## config.mk

```make
export PLATFORM = sky130hd
export DESIGN_NAME = uart_rx
export DESIGN_NICKNAME = d
export VERILOG_FILES = /design/src/rtl/uart_rx.sv
export SDC_FILE = /design/constraint.sdc
export NUM_CORES = 1
export LEC_CHECK = 0
export ABC_AREA = 0
export CAP_MARGIN = 20
export CORE_ASPECT_RATIO = 0.75
export CORE_UTILIZATION = 55
export CTS_CLUSTER_SIZE = 14
export DETAILED_ROUTE_END_ITERATION = 10
export GPL_TIMING_DRIVEN = 0
export PLACE_DENSITY = 0.84
export SLEW_MARGIN = 0
export SYNTH_ARGS = -nofsm -noshare
export SYNTH_HDL_FRONTEND = slang
export SYNTH_SLANG_ARGS = --single-unit
```

## constraint.sdc

```tcl
create_clock -name clk -period 2.27 [get_ports clk]
set_input_delay 0.454 -clock clk [delete_from_list [all_inputs] [get_ports clk]]
set_output_delay 0.454 -clock clk [all_outputs]
set_load 0.05 [all_outputs]
```

## src/rtl/uart_rx.sv

```systemverilog
// uart_rx -- 8N1 serial receiver with single-entry holding register.
//
// Ports
//   clk        system clock, all state on the rising edge
//   rst_n      asynchronous active-low reset
//   rx         serial line (idle high, LSB first), asynchronous to clk
//   rx_data    last correctly framed byte (changes only on delivery)
//   rx_valid   high while rx_data holds an unread byte
//   rx_ack     one-cycle read strobe, consumes rx_data
//   frame_err  sticky: a stop bit was sampled low
//   overrun    sticky: a byte arrived while the previous one was unread
//   err_clr    one-cycle strobe clearing frame_err and overrun
//   busy       high whenever the receiver is not idle
module uart_rx #(
  parameter int unsigned CLKS_PER_BIT = 434
) (
  input  logic       clk,
  input  logic       rst_n,
  input  logic       rx,
  output logic [7:0] rx_data,
  output logic       rx_valid,
  input  logic       rx_ack,
  output logic       frame_err,
  output logic       overrun,
  input  logic       err_clr,
  output logic       busy
);

  localparam int unsigned CW = (CLKS_PER_BIT > 1) ? $clog2(CLKS_PER_BIT) : 1;
  localparam logic [CW-1:0] HALF_LAST = CW'(CLKS_PER_BIT / 2 - 1);
  localparam logic [CW-1:0] BIT_LAST  = CW'(CLKS_PER_BIT - 1);

  typedef enum logic [2:0] {
    S_IDLE,
    S_START,
    S_DATA,
    S_STOP,
    S_WAIT_HIGH
  } state_e;

  state_e        state_q, state_d;
  logic [CW-1:0] cnt_q, cnt_d;
  logic [2:0]    idx_q, idx_d;
  logic [7:0]    shift_q, shift_d;
  logic          rx_meta_q, rx_s_q;
  logic [7:0]    rx_data_q, rx_data_d;
  logic          rx_valid_q, rx_valid_d;
  logic          frame_err_q, frame_err_d;
  logic          overrun_q, overrun_d;
  logic          deliver;
  logic          frame_set;

  // Two-flop synchronizer, reset to the idle (high) line level.
  always_ff @(posedge clk or negedge rst_n) begin
    if (!rst_n) begin
      rx_meta_q <= 1'b1;
      rx_s_q    <= 1'b1;
    end else begin
      rx_meta_q <= rx;
      rx_s_q    <= rx_meta_q;
    end
  end

  // Receive sequencer. The bit counter free-runs and is cleared on every
  // state change and every sample point.
  always_comb begin
    state_d   = state_q;
    cnt_d     = cnt_q + 1'b1;
    idx_d     = idx_q;
    shift_d   = shift_q;
    deliver   = 1'b0;
    frame_set = 1'b0;

    unique case (state_q)
      S_IDLE: begin
        cnt_d = '0;
        if (!rx_s_q) begin
          state_d = S_START;
        end
      end
      S_START: begin
        // Re-check the line mid start bit to reject glitches.
        if (cnt_q == HALF_LAST) begin
          cnt_d = '0;
          if (!rx_s_q) begin
            state_d = S_DATA;
            idx_d   = '0;
          end else begin
            state_d = S_IDLE;
          end
        end
      end
      S_DATA: begin
        if (cnt_q == BIT_LAST) begin
          cnt_d          = '0;
          shift_d[idx_q] = rx_s_q;
          if (idx_q == 3'd7) begin
            state_d = S_STOP;
          end else begin
            idx_d = idx_q + 3'd1;
          end
        end
      end
      S_STOP: begin
        if (cnt_q == BIT_LAST) begin
          cnt_d = '0;
          if (rx_s_q) begin
            deliver = 1'b1;
            state_d = S_IDLE;
          end else begin
            frame_set = 1'b1;
            state_d   = S_WAIT_HIGH;
          end
        end
      end
      S_WAIT_HIGH: begin
        // A held-low line (break) must return high before a new frame.
        cnt_d = '0;
        if (rx_s_q) begin
          state_d = S_IDLE;
        end
      end
      default: begin
        state_d = S_IDLE;
        cnt_d   = '0;
      end
    endcase
  end

  // Holding register and sticky flags. Delivery wins over rx_ack for
  // rx_valid; flag-setting events win over err_clr.
  always_comb begin
    rx_data_d   = rx_data_q;
    rx_valid_d  = rx_valid_q;
    frame_err_d = frame_err_q;
    overrun_d   = overrun_q;

    if (err_clr) begin
      frame_err_d = 1'b0;
      overrun_d   = 1'b0;
    end

    if (deliver) begin
      rx_data_d  = shift_q;
      rx_valid_d = 1'b1;
      if (rx_valid_q && !rx_ack) begin
        overrun_d = 1'b1;
      end
    end else if (rx_ack) begin
      rx_valid_d = 1'b0;
    end

    if (frame_set) begin
      frame_err_d = 1'b1;
    end
  end

  always_ff @(posedge clk or negedge rst_n) begin
    if (!rst_n) begin
      state_q     <= S_IDLE;
      cnt_q       <= '0;
      idx_q       <= '0;
      shift_q     <= '0;
      rx_data_q   <= '0;
      rx_valid_q  <= 1'b0;
      frame_err_q <= 1'b0;
      overrun_q   <= 1'b0;
    end else begin
      state_q     <= state_d;
      cnt_q       <= cnt_d;
      idx_q       <= idx_d;
      shift_q     <= shift_d;
      rx_data_q   <= rx_data_d;
      rx_valid_q  <= rx_valid_d;
      frame_err_q <= frame_err_d;
      overrun_q   <= overrun_d;
    end
  end

  assign rx_data   = rx_data_q;
  assign rx_valid  = rx_valid_q;
  assign frame_err = frame_err_q;
  assign overrun   = overrun_q;
  assign busy      = (state_q != S_IDLE);

endmodule

```

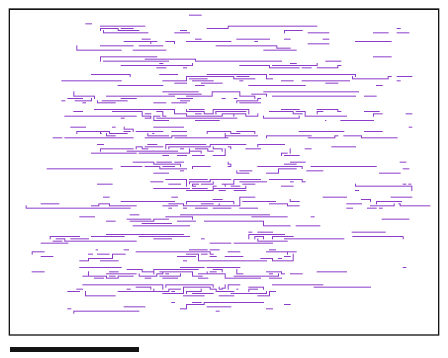
layer_met1.png
Scale bar: 20 um.
main direction: horizontal
wire length on this layer: 1510 um
share of all routed wire: 47%
total number of vias: 1232
Post-Route WL: 3237 um
routing usage on met1: 30.09%

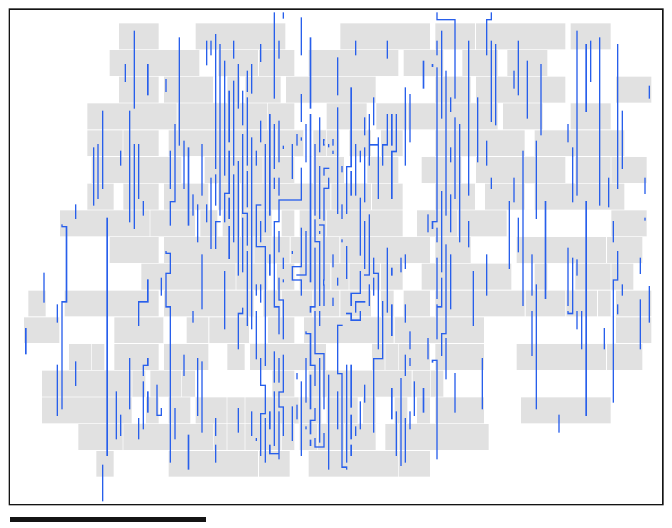
layer_met2.png
Scale bar: 20 um. Cells faint in the background.
longest straight run: 24.1 um
main direction: vertical
share of all routed wire: 45%
wire length on this layer: 1450 um
nets with wire on the layer: 154
met2 global-route usage: 32.65%

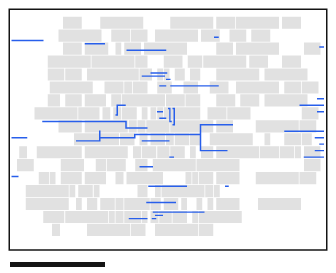
layer_met3.png
Scale bar: 20 um. Cells faint in the background.
share of all routed wire: 5.8%
wire length on this layer: 188 um
GR met3 Demand/Resource: 7.500%

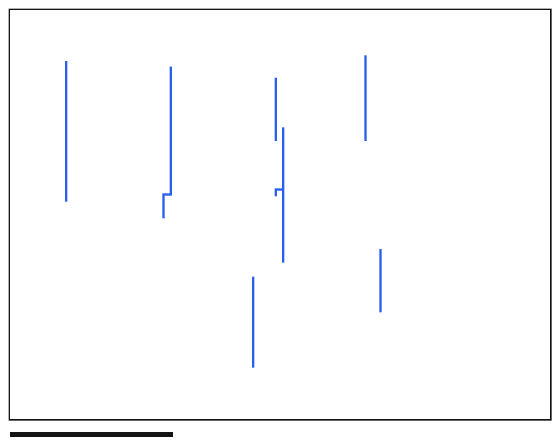
layer_met4.png
Scale bar: 20 um.
wire length on this layer: 90.2 um
longest straight run: 17.0 um
share of all routed wire: 2.8%
main direction: vertical
nets with wire on the layer: 6

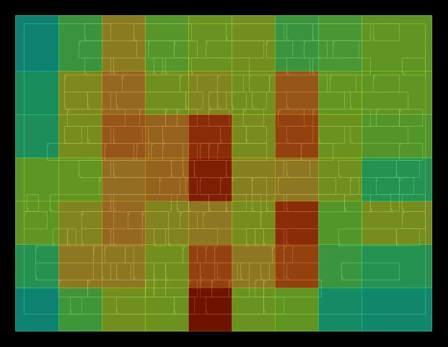
congestion.png
post-layout util: 68.77%
gr busiest metal: met2
Total GRT Usage: 22.91%
routed length per instance: 16.10 um

-- critical path: stages, from the launching register on --
cell	delay [ps]
dfrtp_1	470
ha_1	220
ha_1	210
or3b_2	450
a21oi_1	150
o311ai_0	250
a32o_1	290
-- cells by family (layout without fill, tap and decap cells) --
| logic type | count (synthesis) | count (layout) | share of synthesized area (%) |
|---|---|---|---|
| and+or+nand+nor | 50 | 50 | 19.55 |
| DFF | 36 | 36 | 52.86 |
| muxes | 16 | 16 | 10.54 |
| AOI/OAI and AO/OA | 15 | 15 | 6.809 |
| buffers and inverters | 10 | 34 | 3.001 |
| xor gates and xnor gates | 7 | 7 | 3.587 |
| adders and majority gates | 5 | 5 | 3.660 |
-- cells in the final DEF, fill, tap and decap left out, drive strengths merged, types with 2 or more instances in the layout --
cell type and count:
and3 3, nor2b 2, nand4b 5, dfrtp 34, xnor2 5, nand3 4, clkdlybuf4s50 14, nand2b 2
inv 4, dfstp 2, a21oi 2, ha 5, or3b 2, a32o 3, nand2 5, mux2 16
buf 6, o21ai 2, nor2 12, xor2 2, o311ai 2, nor3b 2, nand4 4, nor3 3
clkbuf 9
-- cell type report --
class | instances | area [um^2] | share of cell area (%)
Clock inverter | 1 | 30.03 | 1.477
Timing Repair Buffer | 16 | 150.1 | 7.385
Tap cell | 38 | 47.55 | 2.338
Clock buffer | 7 | 96.34 | 4.738
Sequential cell | 36 | 903.4 | 44.43
Inverter | 4 | 15.01 | 0.7385
Multi-Input combinational cell | 93 | 754.5 | 37.11
Buffer | 6 | 36.28 | 1.785
-- per-layer routing --
layer / part of all wire (%) / track usage (%) / vias up / wire (um)
met1: 47 / 30.09 / 613 / 1506
met4: 2.8 / 14.18 / 0 / 90
met3: 5.8 / 7.500 / 15 / 188
li1: - / - / 552 / -
met2: 45 / 32.65 / 52 / 1452
met5: 0 / 0 / - / 0
-- state kept, by name (all words and copies together) (netlist names), 3 cells and up --
signal and count:
shift_q 8, rx_data 8, cnt_q 9, state_q 3
idx_q 3
-- stage by stage --
step	area (um^2)	setup slack (ps)	util, %	total power, mW	std cells
3_3_place_gp	1917	55.56	64.83	0.6834	193
3_5_place_dp	1912	86.51	64.66	0.6836	193
5_1_grt	2033	21.18	68.77	1.320	201
2_1_floorplan	1709	357.9	-	0.6632	139
4_1_cts	2037	34.25	68.90	1.291	201
6_report	2033	120.3	68.77	1.280	201
-- final timing paths --
kind | start | end | slack [ps] | cells after the start
max reg2reg | idx_q[1]$_DFFE_PN0P_ | idx_q[1]$_DFFE_PN0P_ | 120 | 6
min reg2reg | rx_meta_q$_DFF_PN1_ | rx_s_q$_DFF_PN1_ | 360 | 0
max in group asynchronous | rst_n | shift_q[6]$_DFFE_PN0P_ | 1530 | 1
min | rst_n | cnt_q[3]$_DFF_PN0_ | 240 | 1
min in group clk | rx_meta_q$_DFF_PN1_ | rx_s_q$_DFF_PN1_ | 360 | 0
max | idx_q[1]$_DFFE_PN0P_ | idx_q[1]$_DFFE_PN0P_ | 120 | 6
-- repair_timing --
action,in CTS,in global routing
endpoints found under the setup margin,1,1
gates resized,1,2
cloned,0,0
==> results.toml <==
# yosys + openroad results
[layout]
syn_to_final_growth_pct = 18.96
final_nets = 172
drive_gt1_share_pct = 23.93
diodes = 0

[synthesis]
yosys-top-cells-count = "dfrtp_1 (34), mux2_2 (14), nor2_1 (12)"
ys_cells = 139
seq_area_frac_synth_pct = 52.86
synth_top_area_share_pct = 49.78
synth_area_um2 = 1709
top_area_cell = "dfrtp_1"
area_leaders = "dfrtp_1 (50%), mux2_2 (9.2%), ha_1 (3.7%), dfstp_2 (3.1%), nor2_1 (2.6%)"
ys_warn_count = 0
numSynthFlops = 36
flop_cell = "dfrtp_1"
synthArstFlopShare_pct = 100.0
syn-mean-instance-area_um2 = 12.30

[pwr]
p_clk_share_pct = 47.6
pg_seq_mw = 0.646
max-vdd-ir-drop_mv = 0.3520
p_per_area_nw_per_um2 = 629.6
clock_power_mw = 0.609
power_frac_seq_pct = 50.5
top_power_group = "sequential cells"

[clock_network]
cts_tree = "built"
h-tree-depth = 2
post_cts_buffers = 0
numCtsBuffers = 5
clock_sinks = 36
clkLatencyLatePin_ps = 290
clk_pin_slew_ps = 70

[critical_path]
critPathRequiredTime_ps = 2440
crit_type = "reg2reg"
crit_fanout = 9
start_kind = "flip-flop"

[timing]
setup-violations-final = 0
max_slew_margin_pct = 48.09
min_period_ps = 2150
period_used_pct = 94.70
rsz0062_at_grt = "no"
slew_violations = 0
fmax_ghz = 0.4652
worst_pin_slew_ps = 778.6
finalHoldViolCount = 0
whs_ps = 242.5

[global_routing]
grt_max_degree = 37
grt_pass1_wl_um = 5471
overflow = 0
grt_pass1_vias = 1167

[detailed_routing]
drt-initial-drc-count = 56
antenna_left = 0
drtPass1Iterations = 5

[die]
initCoreUtil_pct = 57.81
die_area_um2 = 3337
std_cell_rows = 17
dieHeight_um = 50.28
die_x_um = 66.37

[placed_design]
dp_hpwl_um = 2218
place.gp.congestion = 0.8668

[run_status]
status = "complete, no violations"

[job]
warning_count = 28
timing.max_cap.violations = 0
Power and IR drop assume default switching activity.
